<file path="src/rtl/mem_addr_seq_if.sv">
// mem_addr_seq_if: request, beat and status signals of the load/store address sequencer.
interface mem_addr_seq_if #(
    parameter int ADDR_W = 32,
    parameter int NREGS  = 16
);
    logic                       start;
    logic [1:0]                 mode;
    logic                       dir;
    logic [ADDR_W-1:0]          rn;
    logic [ADDR_W-1:0]          rm;
    logic [ADDR_W-1:0]          imm32;
    logic [ADDR_W-1:0]          pc_real;
    logic [NREGS-1:0]           reg_list;
    logic                       mem_ready;
    logic                       busy;
    logic                       mem_req;
    logic [ADDR_W-1:0]          mem_addr;
    logic [$clog2(NREGS)-1:0]   reg_idx;
    logic                       last;
    logic                       done;
    logic                       err_empty;
    logic [ADDR_W-1:0]          wb_addr;
    modport master (
        output start, mode, dir, rn, rm, imm32, pc_real, reg_list, mem_ready,
        input  busy, mem_req, mem_addr, reg_idx, last, done, err_empty, wb_addr
    );
    modport slave (
        input  start, mode, dir, rn, rm, imm32, pc_real, reg_list, mem_ready,
        output busy, mem_req, mem_addr, reg_idx, last, done, err_empty, wb_addr
    );
endinterface

</file>
<file path="src/rtl/mem_addr_seq.sv">
// mem_addr_seq: single-transfer and LDM/STM/PUSH/POP address sequencer with ready handshake.
module mem_addr_seq #(
    parameter int ADDR_W = 32,
    parameter int NREGS  = 16,
    parameter int STEP   = 4
) (
    input logic           clk,
    input logic           rst_n,
    mem_addr_seq_if.slave bus
);
    localparam int IDX_W = $clog2(NREGS);
    typedef enum logic [1:0] {IDLE, SINGLE, MULTI} state_t;
    state_t            state_q, state_d;
    logic [ADDR_W-1:0] addr_q, addr_d, wb_q, wb_d, base, span, single_addr;
    logic [NREGS-1:0]  list_q, list_d, list_rest;
    logic              done_q, done_d, err_q, err_d, accept;
    function automatic logic [ADDR_W-1:0] popcnt(input logic [NREGS-1:0] v);
        popcnt = '0;
        for (int i = 0; i < NREGS; i++) popcnt = popcnt + ADDR_W'(v[i]);
    endfunction
    function automatic logic [IDX_W-1:0] lowest(input logic [NREGS-1:0] v);
        lowest = '0;
        for (int i = NREGS - 1; i >= 0; i--) if (v[i]) lowest = IDX_W'(i);
    endfunction
    assign base        = {bus.rn[ADDR_W-1:2], 2'b00};
    assign span        = ADDR_W'(STEP) * popcnt(bus.reg_list);
    assign single_addr = bus.mode == 2'd0 ? bus.rn + bus.rm :
                         bus.mode == 2'd1 ? bus.rn + bus.imm32 :
                         {bus.pc_real[ADDR_W-1:2], 2'b00} + bus.imm32;
    assign list_rest   = list_q & (list_q - NREGS'(1));
    assign accept      = bus.mem_req & bus.mem_ready;
    always_comb begin
        state_d = state_q;
        addr_d  = addr_q;
        list_d  = list_q;
        wb_d    = wb_q;
        done_d  = 1'b0;
        err_d   = 1'b0;
        case (state_q)
            IDLE: if (bus.start) begin
                if (bus.mode != 2'd3) begin
                    state_d = SINGLE;
                    addr_d  = single_addr;
                    wb_d    = single_addr;
                    list_d  = '0;
                end else if (bus.reg_list == '0) begin
                    err_d  = 1'b1;
                    done_d = 1'b1;
                end else begin
                    state_d = MULTI;
                    list_d  = bus.reg_list;
                    addr_d  = bus.dir ? base - span : base;
                    wb_d    = bus.dir ? base - span : base + span;
                end
            end
            SINGLE: if (accept) begin
                state_d = IDLE;
                done_d  = 1'b1;
            end
            MULTI: if (accept) begin
                // Lowest register always takes the lowest address, so both directions walk upward.
                if (list_rest == '0) begin
                    state_d = IDLE;
                    done_d  = 1'b1;
                end else begin
                    list_d = list_rest;
                    addr_d = addr_q + ADDR_W'(STEP);
                end
            end
            default: state_d = IDLE;
        endcase
    end
    always_ff @(posedge clk or negedge rst_n) begin
        if (!rst_n) begin
            state_q <= IDLE;
            addr_q  <= '0;
            list_q  <= '0;
            wb_q    <= '0;
            done_q  <= 1'b0;
            err_q   <= 1'b0;
        end else begin
            state_q <= state_d;
            addr_q  <= addr_d;
            list_q  <= list_d;
            wb_q    <= wb_d;
            done_q  <= done_d;
            err_q   <= err_d;
        end
    end
    assign bus.busy      = state_q != IDLE;
    assign bus.mem_req   = state_q != IDLE;
    assign bus.mem_addr  = addr_q;
    assign bus.reg_idx   = state_q == MULTI ? lowest(list_q) : '0;
    assign bus.last      = state_q == SINGLE || (state_q == MULTI && list_rest == '0);
    assign bus.done      = done_q;
    assign bus.err_empty = err_q;
    assign bus.wb_addr   = wb_q;
endmodule

</file>
<file path="src/flat_wrapper.sv">
// flat-port wrapper written by rule: the top's interface ports become plain ports
module mem_addr_seq_flat 
#(
    parameter int ADDR_W = 32,
    parameter int NREGS  = 16,
    parameter int STEP   = 4
)
  (clk, rst_n, bus_start, bus_mode, bus_dir, bus_rn, bus_rm, bus_imm32, bus_pc_real, bus_reg_list, bus_mem_ready, bus_busy, bus_mem_req, bus_mem_addr, bus_reg_idx, bus_last, bus_done, bus_err_empty, bus_wb_addr);
  mem_addr_seq_if #(.ADDR_W(ADDR_W), .NREGS(NREGS)) bus_i ();
  input logic clk;
  input logic rst_n;
  input wire logic [$bits(bus_i.start)-1:0] bus_start;
  input wire logic [$bits(bus_i.mode)-1:0] bus_mode;
  input wire logic [$bits(bus_i.dir)-1:0] bus_dir;
  input wire logic [$bits(bus_i.rn)-1:0] bus_rn;
  input wire logic [$bits(bus_i.rm)-1:0] bus_rm;
  input wire logic [$bits(bus_i.imm32)-1:0] bus_imm32;
  input wire logic [$bits(bus_i.pc_real)-1:0] bus_pc_real;
  input wire logic [$bits(bus_i.reg_list)-1:0] bus_reg_list;
  input wire logic [$bits(bus_i.mem_ready)-1:0] bus_mem_ready;
  output wire logic [$bits(bus_i.busy)-1:0] bus_busy;
  output wire logic [$bits(bus_i.mem_req)-1:0] bus_mem_req;
  output wire logic [$bits(bus_i.mem_addr)-1:0] bus_mem_addr;
  output wire logic [$bits(bus_i.reg_idx)-1:0] bus_reg_idx;
  output wire logic [$bits(bus_i.last)-1:0] bus_last;
  output wire logic [$bits(bus_i.done)-1:0] bus_done;
  output wire logic [$bits(bus_i.err_empty)-1:0] bus_err_empty;
  output wire logic [$bits(bus_i.wb_addr)-1:0] bus_wb_addr;
  assign bus_i.start = bus_start;
  assign bus_i.mode = bus_mode;
  assign bus_i.dir = bus_dir;
  assign bus_i.rn = bus_rn;
  assign bus_i.rm = bus_rm;
  assign bus_i.imm32 = bus_imm32;
  assign bus_i.pc_real = bus_pc_real;
  assign bus_i.reg_list = bus_reg_list;
  assign bus_i.mem_ready = bus_mem_ready;
  assign bus_busy = bus_i.busy;
  assign bus_mem_req = bus_i.mem_req;
  assign bus_mem_addr = bus_i.mem_addr;
  assign bus_reg_idx = bus_i.reg_idx;
  assign bus_last = bus_i.last;
  assign bus_done = bus_i.done;
  assign bus_err_empty = bus_i.err_empty;
  assign bus_wb_addr = bus_i.wb_addr;
  mem_addr_seq #(.ADDR_W(ADDR_W), .NREGS(NREGS), .STEP(STEP)) u_core (.clk(clk), .rst_n(rst_n), .bus(bus_i));
endmodule
</file>
<file path="config.mk">
export PLATFORM = sky130hd
export DESIGN_NAME = mem_addr_seq_flat
export DESIGN_NICKNAME = d
export VERILOG_FILES = /design/src/rtl/mem_addr_seq_if.sv /design/src/rtl/mem_addr_seq.sv /design/src/flat_wrapper.sv
export SDC_FILE = /design/constraint.sdc
export NUM_CORES = 1
export LEC_CHECK = 0
export ABC_AREA = 1
export CAP_MARGIN = 25
export CORE_MARGIN = 3
export CORE_UTILIZATION = 35
export CTS_BUF_LIST = sky130_fd_sc_hd__clkbuf_8
export DETAILED_ROUTE_END_ITERATION = 16
export PLACE_DENSITY = 0.64
export SYNTH_ARGS = -nofsm -noshare
export SYNTH_HDL_FRONTEND = slang
export SYNTH_SLANG_ARGS = --single-unit
</file>
<file path="constraint.sdc">
create_clock -name clk -period 2.1 [get_ports clk]
set_input_delay 0.21 -clock clk [delete_from_list [all_inputs] [get_ports clk]]
set_output_delay 0.21 -clock clk [all_outputs]
set_load 0.02 [all_outputs]
</file>
Run 1, floorplan with the power grid:
The bar under the picture is 50 um long. Pins as bars on the die edge.
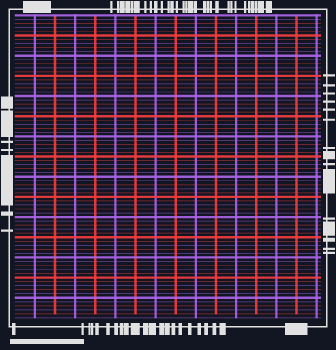
Purple shows VSS. Red shows VDD.
15 straps on met4. The core has 75 rows. 76 met1 rails follow the rows. 15 straps on met5.
width of the chip: 213.1 um
peak supply drop: 0.0006059 V

Run 1, placed cells, one colour a class:
Fill, decap, tap and diode cells in grey.
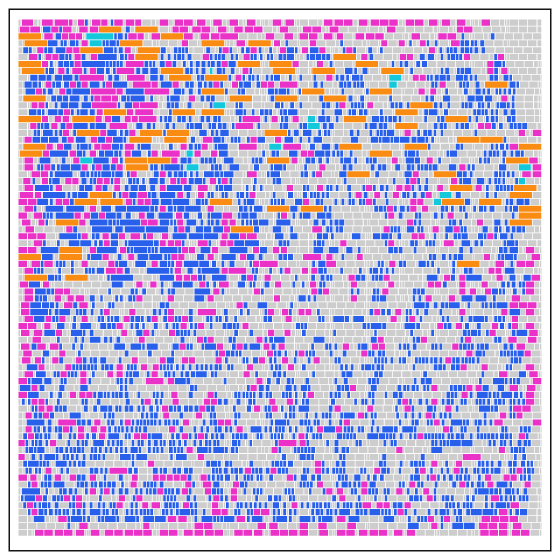
Magenta shows other buffers and delay cells, cells 806, share of their area 30%. Blue shows all other logic, cells 2617, share of their area 60%. Orange shows flip-flops, cells 84, share of their area 9.1%. Cyan shows clock drivers and dummy loads, cells 16, share of their area 0.86%.
fin util: 0.5654
fraction of area in registers: 0.08823

==> flow_summary_export.csv, run 1 <==
group,metric,value,unit
run_status,status,"complete, but fails checks",
run_status,violations,"negative setup slack",
setup_path,crit_path_max_incr_delay,0.60,ns
finish,num-clock-buffers,9,
floorplan,initCoreUtil,0.3561,
final_timing,setup_slack,-2.820,ns
setup_path,slowest_stage,"fa_2",
synthesis,synthCells,2765,
finish,lay_top_cells,"nand2_1 (892), buf_4 (541), inv_1 (389)",
power_and_ir_drop,power,19.23,mW
synthesis,synth_seq_share,0.1401,
global_route,grt_max_degree,42,
synthesis,ys_chip_area,15000,um2
finish,area_growth,58.78,%
power_and_ir_drop,leakagePower,12.60,nW
placed_design,numPortBuffers,221,
finish,combGateArea,12180,um2
final_timing,fmax,203.3,MHz
hold_path,holdPathStages,5,
synthesis,synth.cell_area,15000,um2
power_and_ir_drop,powerComb,15.0,mW
clocking,path_clk_slew,0.11,ns
placed_design,finalWeightedCongestion,1.006,
setup_path,r2r_start,"u_core.bus.mem_addr[3]",
floorplan,n_tap_cell,539,
finish,drive_above_1_share,0.2452,
finish,clock_area_frac,0.008350,
finish,fin_area,23820,um2
floorplan,row_count,75,
detailed_routing,drtIter0Drc,1972,
clocking,cts.hold.buffers_added,1,
final_timing,finalSetupViolations,77,
floorplan,coreArea,42130,um2
global_route,grt_pass1_wl,114.9,mm
detailed_routing,wl_per_cell,19.21,um
detailed_routing,firstDrtPassIters,5,
flow_run,warning_count,38,
synthesis,yosysMostFrequentCell,"nand2_1",
finish,layout.nets,3793,
setup_path,cp-start-kind,"primary input",
power_and_ir_drop,switchingPower,9.568,mW
synthesis,ys_cells,2765,
finish,inv_count,416,
global_route,antenna_found_initial,2,
clocking,cts_buffer_depth,2,
clocking,cts_inserted_buffers,9,
detailed_routing,via_per_inst,5.223,
Run 1, clock network drawn from the DEF:
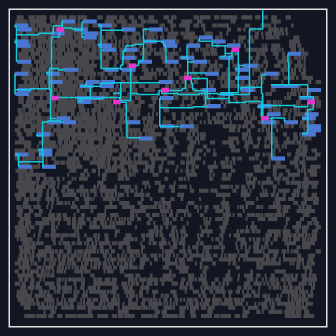
Cyan shows clock wires, length 1490 um. Magenta shows cells driving clock nets, count 9. Blue shows flip-flops, count 84.
There are 10 routed clock nets.
clock network fraction of design power: 0.067
clk latency late pin: 0.42 ns

Run 1, signal wires by layer:
The bar under the picture is 50 um long. Only two layers are drawn.
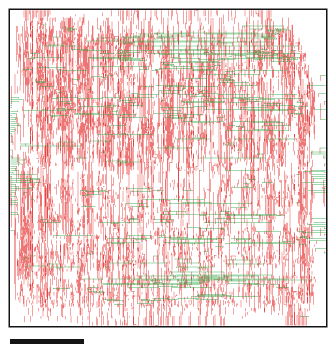
Red shows met2, wire length 32.6 mm. Green shows met3, wire length 6170 um.

[run 1: kinds of logic after synthesis]
logic type                 count (synthesis)
xor gates and xnor gates                  42
DFF                                       84
AOI/OAI and AO/OA                        391
buffers and inverters                    480
and+or+nand+nor                         1644
adders and majority gates                124
[run 1: state kept, by name, indices dropped and copies added, names as in the netlist]
signal,cells
u_core.list_q,16
u_core.bus.mem_addr,32
u_core.state_q,2
u_core.bus.wb_addr,32
u_core.bus.err_empty,1
u_core.bus.done,1
[run 1: metal layers]
metal | GRT usage | vias up | wire length [um]
li1 | - | 10390 | -
met1 | 0.4966 | 9855 | 37000
met2 | 0.4988 | 845 | 32650
met3 | 0.05480 | 128 | 6167
met4 | 0.07823 | 2 | 2218
met5 | 0 | - | 17
Run 1, clock nets:
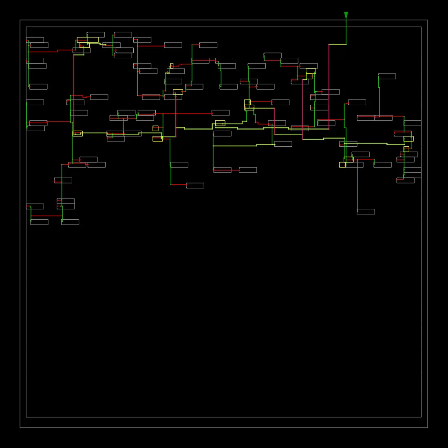

==> inputs of run 2 (changes only) <==
CORE_ASPECT_RATIO = 1.25   (was not set)
GPL_TIMING_DRIVEN = 1   (was not set)
HOLD_SLACK_MARGIN = 0.03   (was not set)
Run 2, clock nets:
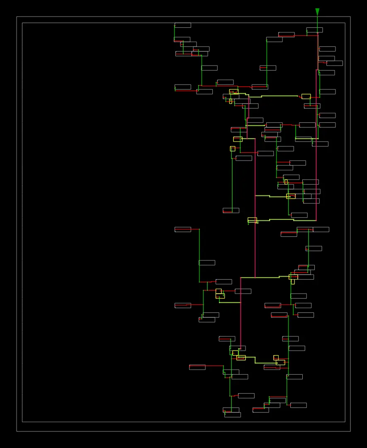
# clock sinks: 84
clock buffers: 9

Run 2, placed cells, one colour a class:
Fill, decap, tap and diode cells in grey.
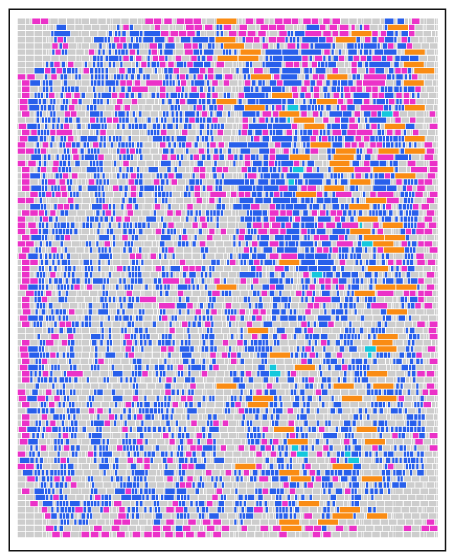
Cyan shows clock drivers and dummy loads, cells 16, share of their area 0.73%. Orange shows flip-flops, cells 84, share of their area 9.1%. Magenta shows other buffers and delay cells, cells 789, share of their area 30%. Blue shows all other logic, cells 2617, share of their area 60%.
fin area: 23710 um2
fin util: 0.5611
core area: 42250 um2

Run 2, clock network drawn from the DEF:
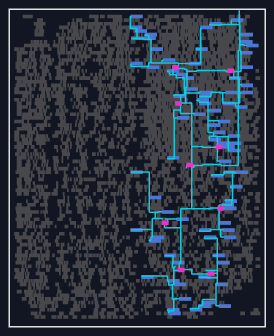
Cyan shows clock wires, length 1480 um. Blue shows flip-flops, count 84. Magenta shows cells driving clock nets, count 9.
There are 10 routed clock nets.
clk pwr: 1.13 mW
skew final: 0.01444 ns
clock network fraction of design power: 0.061

==> run 2 against run 1 <==
The flow still finishes with violations (negative setup slack). Critical path depth shrank 3. Area after synthesis is the same. Final cell count is essentially flat. First-iteration DRC count shrank 43%. Maximum frequency shrank 0.99%. Largest power group unchanged.
==> flow_summary_export.csv, run 2 <==
group,metric,value,unit
run_status,status,"complete, but fails checks",
run_status,violations,"negative setup slack",
global_route,grt_pass1_vias,20620,
floorplan,row_count,84,
floorplan,fp.dieH,237.5,um
global_route,grt_max_degree,44,
detailed_routing,topRoutingLayerUsed,"met4",
synthesis,synth.cell_area,15000,um2
synthesis,ys_top_cells_by_count,"nand2_1 (950), inv_1 (409), nor2_1 (284)",
synthesis,synth_seq_share,0.1401,
setup_path,path_buffers,6,
detailed_routing,via_per_inst,5.110,
placed_design,finalWeightedCongestion,0.9985,
clocking,clk_latency,0.41,ns
synthesis,synth_flop_count,84,
floorplan,design.portCount,224,
finish,comb_share,0.5165,
setup_path,r2r_start,"u_core.list_q[7]",
floorplan,die_x,191.2,um
synthesis,ys_cells,2765,
synthesis,yosysMostFrequentCell,"nand2_1",
finish,clock_area_frac,0.007126,
setup_path,crit_path_end,"u_core.bus.wb_addr[16]",
detailed_routing,drtIter0Drc,1116,
power_and_ir_drop,power,18.58,mW
finish,seq_share,0.08867,
global_route,grt_pass1_wl,112.7,mm
power_and_ir_drop,leakagePower,12.38,nW
finish,lay_top_cells,"nand2_1 (895), buf_4 (524), inv_1 (388)",
clocking,cts_inserted_buffers,9,
setup_path,cp-start-kind,"primary input",
clocking,cts_max_level,3,
setup_path,slowest_stage,"fa_2",
setup_path,crit_path_max_incr_delay,0.60,ns
finish,area_growth,57.99,%
detailed_routing,m1WireLength,28.79,mm
synthesis,simple_gate_area_frac,0.4606,
global_route,top_usage_layer,"met2",
finish,drive_above_1_share,0.2473,
detailed_routing,dr_wl_met3,3.054,mm
global_route,antenna_found_initial,1,
global_route,met2_usage,0.6000,
setup_path,critPathLaunch,"bus_reg_list[0]",
finish,inv_count,416,
synthesis,ys_chip_area,15000,um2
clocking,cts_buffer_depth,2,
detailed_routing,wl_per_cell,18.44,um
final_timing,setup_slack,-2.869,ns
clocking,path_clk_slew,0.09,ns
finish,combGateArea,12240,um2
setup_path,critPathTopFamily,"adder cells",
floorplan,n_tap_cell,559,
global_route,met3_usage,0.02818,
final_timing,fmax,201.2,MHz
power_and_ir_drop,peakVddDrop,0.0006411,V
finish,layout.nets,3776,
detailed_routing,met2_wirelength,38.74,mm
flow_run,warning_count,40,
clocking,cts_tree,"done",
final_timing,finalSetupViolations,77,
global_route,grt_util_met1,0.3611,
detailed_routing,firstDrtPassIters,5,
hold_path,holdPathStages,4,
placed_design,postPlaceCellArea,22010,um2
floorplan,initCoreUtil,0.3551,
synthesis,synthCells,2765,
synthesis,synth_top_flop_cell,"dfrtp_1",
placed_design,numPortBuffers,221,
## run 2: netlist changes by cell type in the layout (fill, tap and decap cells not counted), sizes merged
cell	previous run	this run
buf	592	575
bufinv	1	0
clkdlybuf4s50	206	208
diode	0	1
dlymetal6s2s	2	0
clkinv	1	2
## run 2: power by group
part,switching (mW),leakage [nW],internal [mW]
sequential,0.672,1.01,2.21
clock,0.703,0.0882,0.426
combinational,7.89,11.3,6.68
## run 2: worst min-delay path, cell delays in order
cell and delay, ns:
buf_6 0.09, buf_4 0.13, a21oi_1 0.06, o21ai_1 0.12
## run 2: repair_timing
item                                   4_1_cts  5_1_grt
pin swaps                                  114      108
gates cloned                                 4        0
setup endpoints to repair                   81       82
hold buffers                                 1        0
setup buffers                               21       23
gates resized                              231      124
endpoints found under the hold margin       33        0
Power figures rest on the tool's default switching activity, not on a simulated workload.
